[src/rtl/pc_sequencer_if.sv]
// Bundle of control strobes and status outputs between the instruction
// decoder (master) and the program sequencer (slave).
interface pc_sequencer_if #(
  parameter int ADDR_W      = 8,
  parameter int OFF_W       = 6,
  parameter int STACK_DEPTH = 4
);
  localparam int SP_W = $clog2(STACK_DEPTH + 1);

  logic              inc;
  logic              load;
  logic              branch;
  logic              call;
  logic              ret;
  logic [ADDR_W-1:0] target;
  logic [OFF_W-1:0]  offset;
  logic [ADDR_W-1:0] pc;
  logic [SP_W-1:0]   sp;
  logic              stack_empty;
  logic              stack_full;
  logic              err;
  logic              err_sticky;

  // Decoder side: drives strobes, observes the fetch address and status.
  modport master (
    output inc, load, branch, call, ret, target, offset,
    input  pc, sp, stack_empty, stack_full, err, err_sticky
  );

  // Sequencer side.
  modport slave (
    input  inc, load, branch, call, ret, target, offset,
    output pc, sp, stack_empty, stack_full, err, err_sticky
  );
endinterface

[src/rtl/pc_sequencer.sv]
// Program sequencer: generates the instruction fetch address with
// increment, absolute load, signed relative branch and call/return.
// Optional return-address stack enabled by defining PC_STACK_EN; without it
// call acts as load and ret is always an error.
module pc_sequencer #(
  parameter int          ADDR_W       = 8,
  parameter int          OFF_W        = 6,
  parameter int          STACK_DEPTH  = 4,
  parameter int unsigned RESET_VECTOR = 0
) (
  input logic           clk,
  input logic           reset,
  pc_sequencer_if.slave bus
);
  localparam int SP_W  = $clog2(STACK_DEPTH + 1);
  localparam int IDX_W = (STACK_DEPTH > 1) ? $clog2(STACK_DEPTH) : 1;

  typedef enum logic [2:0] {
    OP_HOLD,
    OP_LOAD,
    OP_CALL,
    OP_RET,
    OP_BRANCH,
    OP_INC
  } op_e;

  logic [ADDR_W-1:0] r_pc;
  logic              r_err;
  logic              r_err_sticky;

  op_e               w_op;
  logic [ADDR_W-1:0] w_pc_next;
  logic              w_err_next;
  logic [ADDR_W-1:0] w_pc_inc;
  logic [ADDR_W-1:0] w_off_ext;

  assign w_pc_inc  = r_pc + ADDR_W'(1);
  // Size cast of a signed operand sign-extends the offset to the pc width.
  assign w_off_ext = ADDR_W'($signed(bus.offset));

`ifdef PC_STACK_EN
  logic [ADDR_W-1:0] r_stack [STACK_DEPTH];
  logic [SP_W-1:0]   r_sp;
  logic [SP_W-1:0]   w_sp_next;
  logic              w_push;
  logic              w_full;
  logic              w_empty;
  logic [IDX_W-1:0]  w_top_idx;

  assign w_full    = (r_sp == SP_W'(STACK_DEPTH));
  assign w_empty   = (r_sp == '0);
  assign w_top_idx = IDX_W'(r_sp - SP_W'(1));
`endif

  // Fixed-priority strobe decode: only the winning action has any effect.
  always_comb begin
    w_op = OP_HOLD;
    if (bus.load)        w_op = OP_LOAD;
    else if (bus.call)   w_op = OP_CALL;
    else if (bus.ret)    w_op = OP_RET;
    else if (bus.branch) w_op = OP_BRANCH;
    else if (bus.inc)    w_op = OP_INC;
  end

  // Next pc / stack pointer / error for the selected action.
  always_comb begin
    w_pc_next  = r_pc;
    w_err_next = 1'b0;
`ifdef PC_STACK_EN
    w_sp_next  = r_sp;
    w_push     = 1'b0;
`endif
    case (w_op)
      OP_LOAD: w_pc_next = bus.target;
      OP_CALL: begin
`ifdef PC_STACK_EN
        if (!w_full) begin
          w_push    = 1'b1;
          w_sp_next = r_sp + SP_W'(1);
          w_pc_next = bus.target;
        end else begin
          w_err_next = 1'b1;
        end
`else
        w_pc_next = bus.target;
`endif
      end
      OP_RET: begin
`ifdef PC_STACK_EN
        if (!w_empty) begin
          w_pc_next = r_stack[w_top_idx];
          w_sp_next = r_sp - SP_W'(1);
        end else begin
          w_err_next = 1'b1;
        end
`else
        w_err_next = 1'b1;
`endif
      end
      OP_BRANCH: w_pc_next = r_pc + w_off_ext;
      OP_INC:    w_pc_next = w_pc_inc;
      default:   ;
    endcase
  end

  // Architectural state; reset overrides any strobe.
  always_ff @(posedge clk) begin
    if (reset) begin
      r_pc         <= ADDR_W'(RESET_VECTOR);
      r_err        <= 1'b0;
      r_err_sticky <= 1'b0;
    end else begin
      r_pc         <= w_pc_next;
      r_err        <= w_err_next;
      r_err_sticky <= r_err_sticky | w_err_next;
    end
  end

`ifdef PC_STACK_EN
  // Stack pointer; contents are deliberately left uncleared by reset.
  always_ff @(posedge clk) begin
    if (reset) r_sp <= '0;
    else       r_sp <= w_sp_next;
  end

  // Return-address storage written at the current top on a legal call.
  always_ff @(posedge clk) begin
    if (!reset && w_push) r_stack[IDX_W'(r_sp)] <= w_pc_inc;
  end

  assign bus.sp          = r_sp;
  assign bus.stack_empty = w_empty;
  assign bus.stack_full  = w_full;
`else
  assign bus.sp          = '0;
  assign bus.stack_empty = 1'b1;
  assign bus.stack_full  = 1'b0;
`endif

  assign bus.pc         = r_pc;
  assign bus.err        = r_err;
  assign bus.err_sticky = r_err_sticky;
endmodule

[src/flat_wrapper.sv]
// flat-port wrapper written by rule: the top's interface ports become plain ports
module pc_sequencer_flat 
#(
  parameter int          ADDR_W       = 8,
  parameter int          OFF_W        = 6,
  parameter int          STACK_DEPTH  = 4,
  parameter int unsigned RESET_VECTOR = 0
)
  (clk, reset, bus_inc, bus_load, bus_branch, bus_call, bus_ret, bus_target, bus_offset, bus_pc, bus_sp, bus_stack_empty, bus_stack_full, bus_err, bus_err_sticky);
  pc_sequencer_if #(.ADDR_W(ADDR_W), .OFF_W(OFF_W), .STACK_DEPTH(STACK_DEPTH)) bus_i ();
  input logic clk;
  input logic reset;
  input wire logic [$bits(bus_i.inc)-1:0] bus_inc;
  input wire logic [$bits(bus_i.load)-1:0] bus_load;
  input wire logic [$bits(bus_i.branch)-1:0] bus_branch;
  input wire logic [$bits(bus_i.call)-1:0] bus_call;
  input wire logic [$bits(bus_i.ret)-1:0] bus_ret;
  input wire logic [$bits(bus_i.target)-1:0] bus_target;
  input wire logic [$bits(bus_i.offset)-1:0] bus_offset;
  output wire logic [$bits(bus_i.pc)-1:0] bus_pc;
  output wire logic [$bits(bus_i.sp)-1:0] bus_sp;
  output wire logic [$bits(bus_i.stack_empty)-1:0] bus_stack_empty;
  output wire logic [$bits(bus_i.stack_full)-1:0] bus_stack_full;
  output wire logic [$bits(bus_i.err)-1:0] bus_err;
  output wire logic [$bits(bus_i.err_sticky)-1:0] bus_err_sticky;
  assign bus_i.inc = bus_inc;
  assign bus_i.load = bus_load;
  assign bus_i.branch = bus_branch;
  assign bus_i.call = bus_call;
  assign bus_i.ret = bus_ret;
  assign bus_i.target = bus_target;
  assign bus_i.offset = bus_offset;
  assign bus_pc = bus_i.pc;
  assign bus_sp = bus_i.sp;
  assign bus_stack_empty = bus_i.stack_empty;
  assign bus_stack_full = bus_i.stack_full;
  assign bus_err = bus_i.err;
  assign bus_err_sticky = bus_i.err_sticky;
  pc_sequencer #(.ADDR_W(ADDR_W), .OFF_W(OFF_W), .STACK_DEPTH(STACK_DEPTH), .RESET_VECTOR(RESET_VECTOR)) u_core (.clk(clk), .reset(reset), .bus(bus_i));
endmodule
[config.mk]
export PLATFORM = sky130hd
export DESIGN_NAME = pc_sequencer_flat
export DESIGN_NICKNAME = d
export VERILOG_FILES = /design/src/rtl/pc_sequencer_if.sv /design/src/rtl/pc_sequencer.sv /design/src/flat_wrapper.sv
export SDC_FILE = /design/constraint.sdc
export NUM_CORES = 1
export LEC_CHECK = 0
export CORE_MARGIN = 8
export CORE_UTILIZATION = 44
export DETAILED_ROUTE_END_ITERATION = 10
export GPL_ROUTABILITY_DRIVEN = 0
export PLACE_DENSITY = 0.94
export SLEW_MARGIN = 20
export SYNTH_ARGS = -nofsm -noshare
export SYNTH_HDL_FRONTEND = slang
export SYNTH_SLANG_ARGS = --single-unit
[constraint.sdc]
create_clock -name clk -period 6.79 [get_ports clk]
set_input_delay 2.037 -clock clk [delete_from_list [all_inputs] [get_ports clk]]
set_output_delay 2.037 -clock clk [all_outputs]
set_load 0.05 [all_outputs]
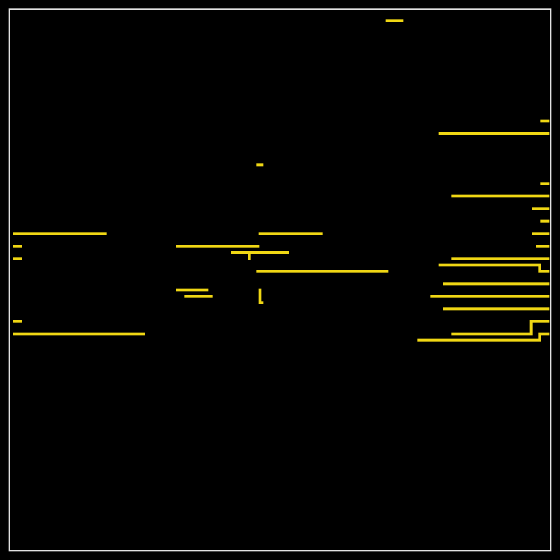
(images/layer_met3.png)
longest straight run: 14.0 um
main direction: horizontal
nets with wire on the layer: 26
wire length on this layer: 184 um
DR vias: 834
Routed WL: 2290 um
GR Util met3: 5.22%

==> impl_metrics.yaml <==
# generated from flow reports
grt:
  grt_max_degree: 20
  overflow: 0
  grt_pass1_vias: 820
  grtUsageTotal_pct: 13.8
  grt_pass1_wl_um: 3750
  grt_antenna_before_repair: 0
routing:
  first_pass_iters: 4
  drtIter0Drc: 21
  drt-vias-per-instance: 5.35
  remaining_drc_errors: 0
  ant_nets: 0
  post_drt_wl_per_cell_um: 14.7
clocking:
  clk_pin_slew_ps: 60
  h-tree-depth: 1
  cts_tree: "yes"
  ctsResizeCount: 0
  clockBufferDepth: 2
  clock-root-buffer: "clkbuf_4"
  clock_latency_ps: 260
  cts_made_buffers: 3
  post_cts_buffers: 0
  holdBufCountCts: 0
  cts_sinks: 10
worst_setup_path:
  cp-end-kind: "flop"
  cp_slowest_stage_delay_ps: 610
  arrival_ps: 5230
  cp_slowest_cell: "nor2_2"
  critical_path.max_fanout: 19
  path_cells: "clkdlybuf4s50_1, nor2_2, nand3_1, and2_1, ha_1, nor2b_1, o31a_1, or4_4, a21oi_2, xnor2_1, a211oi_2"
  critPathLaunchType: "input pin"
  crit_type: "in2reg"
  required_ps: 6900
synth:
  synth_area_um2: 800
  yosysChipArea_um2: 800
  synthesis.instances: 103
  logic_family: "simple AND/OR/NAND/NOR gates"
  ys.flops: 10
  synth_seq_share_pct: 25.0
  simple_gate_area_share_pct: 26.3
  syn_area_per_cell_um2: 7.76
  aoi_share_pct: 24.6
  synth.area.mux_share_pct: 0
  ys_cells: 103
  synthArstFlopShare_pct: 0
  synth-edff-count: 0
  synth-xor-area-share_pct: 3.29
  ys_sh_adder_pct: 10.3
  yosys_warnings: 0
  synth.distinct_cells: 39
  ff_type: "dfxtp_1"
floorplanning:
  initial_core_util_pct: 46.3
  core_area_um2: 1730
  ios: 36
  row_count: 15
  die_area_um2: 3440
  die_width_um: 58.6
  die_h_um: 58.6
final_timing:
  rsz0062_at_grt: "no"
  fin_skew_ps: 4.88
  hold_viol: 0
  slew_headroom_pct: 50.0
  worst_pin_slew_ps: 749
  worst_slack_ps: 1680
  clock.fmax_mhz: 196
  setup_tns_ps: 0
  finalCriticalPeriod_ps: 5110
  setup_viol: 0
  finalClockPeriodUsage_pct: 75.3
  slew_violations: 0
place:
  dp_slack_ps: 1410
  detailed_place_hpwl_um: 1800
  port_buffers: 30
finish:
  final_layout_top_logic_cells: "clkdlybuf4s50_1 (30), nor2_1 (14), dfxtp_1 (10), inv_1 (7), nand2_1 (7)"
  final_nets: 160
  syn_to_final_growth_pct: 39.4
  drive_gt1_share_pct: 9.16
  n_antenna_cell: 0
  final_common_cell: "clkdlybuf4s50_1"
  fillers: 157
hold_path:
  min_path_type: "reg2reg"
power_and_ir_drop:
  p_per_area_nw_per_um2: 169
  p_sw_w: 0.0000710
  power.share.combinational_pct: 43.2
  power_switching_share_pct: 37.7
  p_seq_share_pct: 35.6
  irDropWorstVdd_v: 0.0000813
  intPower_w: 0.000118
  power_leakage_nw: 0.438
  p_clk_share_pct: 21.2
flow_run:
  warnings: 26
  max-cap-violations: 0
status:
  status: "completed"
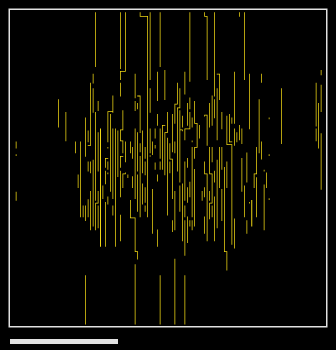
(images/layer_met2.png)
Bar = 20 um.
wire length on this layer: 1130 um
share of all routed wire: 50%
met2 Track Usage GR: 23.1%

==> logic make-up (layout without fill, tap and decap cells) <==
| group | count (synthesis) | after routing |
|---|---|---|
| and+or+nand+nor | 41 | 41 |
| buffers and inverters | 15 | 40 |
| AOI/OAI and AO/OA | 26 | 26 |
| other | 2 | 5 |
| xor gates and xnor gates | 3 | 3 |
| adders and majority gates | 6 | 6 |
| DFF | 10 | 10 |
==> power by group through the flow <==
stage | combinational (W) | clock (W) | sequential (W)
floorplan | 0.0000415 | 0 | 0.0000825
global placement | 0.0000785 | 0 | 0.0000682
detailed placement | 0.0000808 | 0 | 0.0000685
CTS | 0.0000812 | 0.0000408 | 0.0000671
global route | 0.0000876 | 0.0000442 | 0.0000677
finish | 0.0000815 | 0.0000399 | 0.0000672
==> critical path: cells and delay by family <==
kind	cells	cell delay, ps
AOI/OAI and AO/OA	3	510
xor gates and xnor gates	1	140
adders and majority gates	1	330
buffers and inverters	1	430
and+or+nand+nor	5	1780
==> per-stage QoR <==
step	hold slack, ps	area [um^2]	total power (W)	std cells	util, %
5_1_grt	485	1110	0.000200	156	64.6
6_report	460	1110	0.000189	156	64.6
3_3_place_gp	437	1090	0.000147	153	63.3
2_1_floorplan	707	811	0.000124	106	-
4_1_cts	461	1110	0.000189	156	64.6
3_5_place_dp	446	1090	0.000149	153	63.3
==> state kept, by name (all words and copies together), names as in the netlist <==
register               flops
u_core.bus.err             1
u_core.bus.err_sticky      1
u_core.bus.pc              8
==> layout make-up <==
class	instances	area, um^2	area share, %
clock buffers	3	22.5	2.02
inverters	7	26.3	2.36
multi-input cells	81	534	47.9
flip-flops and latches	10	200	18.0
well taps	25	31.3	2.81
repair buffers	30	300	26.9
==> cell usage after synthesis, drive strengths merged, types with 2 or more instances <==
| library cell | n | area share [%] |
|---|---|---|
| nor2 | 16 | 8.1 |
| dfxtp | 10 | 25 |
| a21oi | 7 | 4.9 |
| inv | 7 | 3.3 |
| nand2 | 7 | 3.3 |
| buf | 6 | 5.3 |
| a211oi | 5 | 5.3 |
| ha | 5 | 7.8 |
| and2 | 3 | 2.3 |
| xnor2 | 3 | 3.3 |
| a311oi | 2 | 2.2 |
| clkbuf | 2 | 0.94 |
| conb | 2 | 0.94 |
| nand3 | 2 | 1.3 |
| nor2b | 2 | 1.6 |
| nor4 | 2 | 1.6 |
| o211ai | 2 | 1.9 |
| o21a | 2 | 1.9 |
| or2 | 2 | 1.6 |
==> final timing paths <==
path                    startpoint                    end  slack, ps  depth (start not counted)
min          u_core.bus.err_sticky  u_core.bus.err_sticky        460                          1
min reg2reg  u_core.bus.err_sticky  u_core.bus.err_sticky        460                          1
max reg2reg       u_core.bus.pc[0]       u_core.bus.pc[6]       4670                          9
max                       bus_call       u_core.bus.pc[6]       1680                         11
==> routing by layer <==
| layer | part of all wire (%) | vias up | global-route usage (%) |
|---|---|---|---|
| met4 | 1.7 | 0 | 5.12 |
| li1 | - | 412 | - |
| met1 | 41 | 383 | 15.4 |
| met3 | 8.0 | 5 | 5.22 |
| met5 | 0 | - | 0 |
| met2 | 50 | 34 | 23.1 |
No activity file was given, so power comes from the tool's default toggle rates.
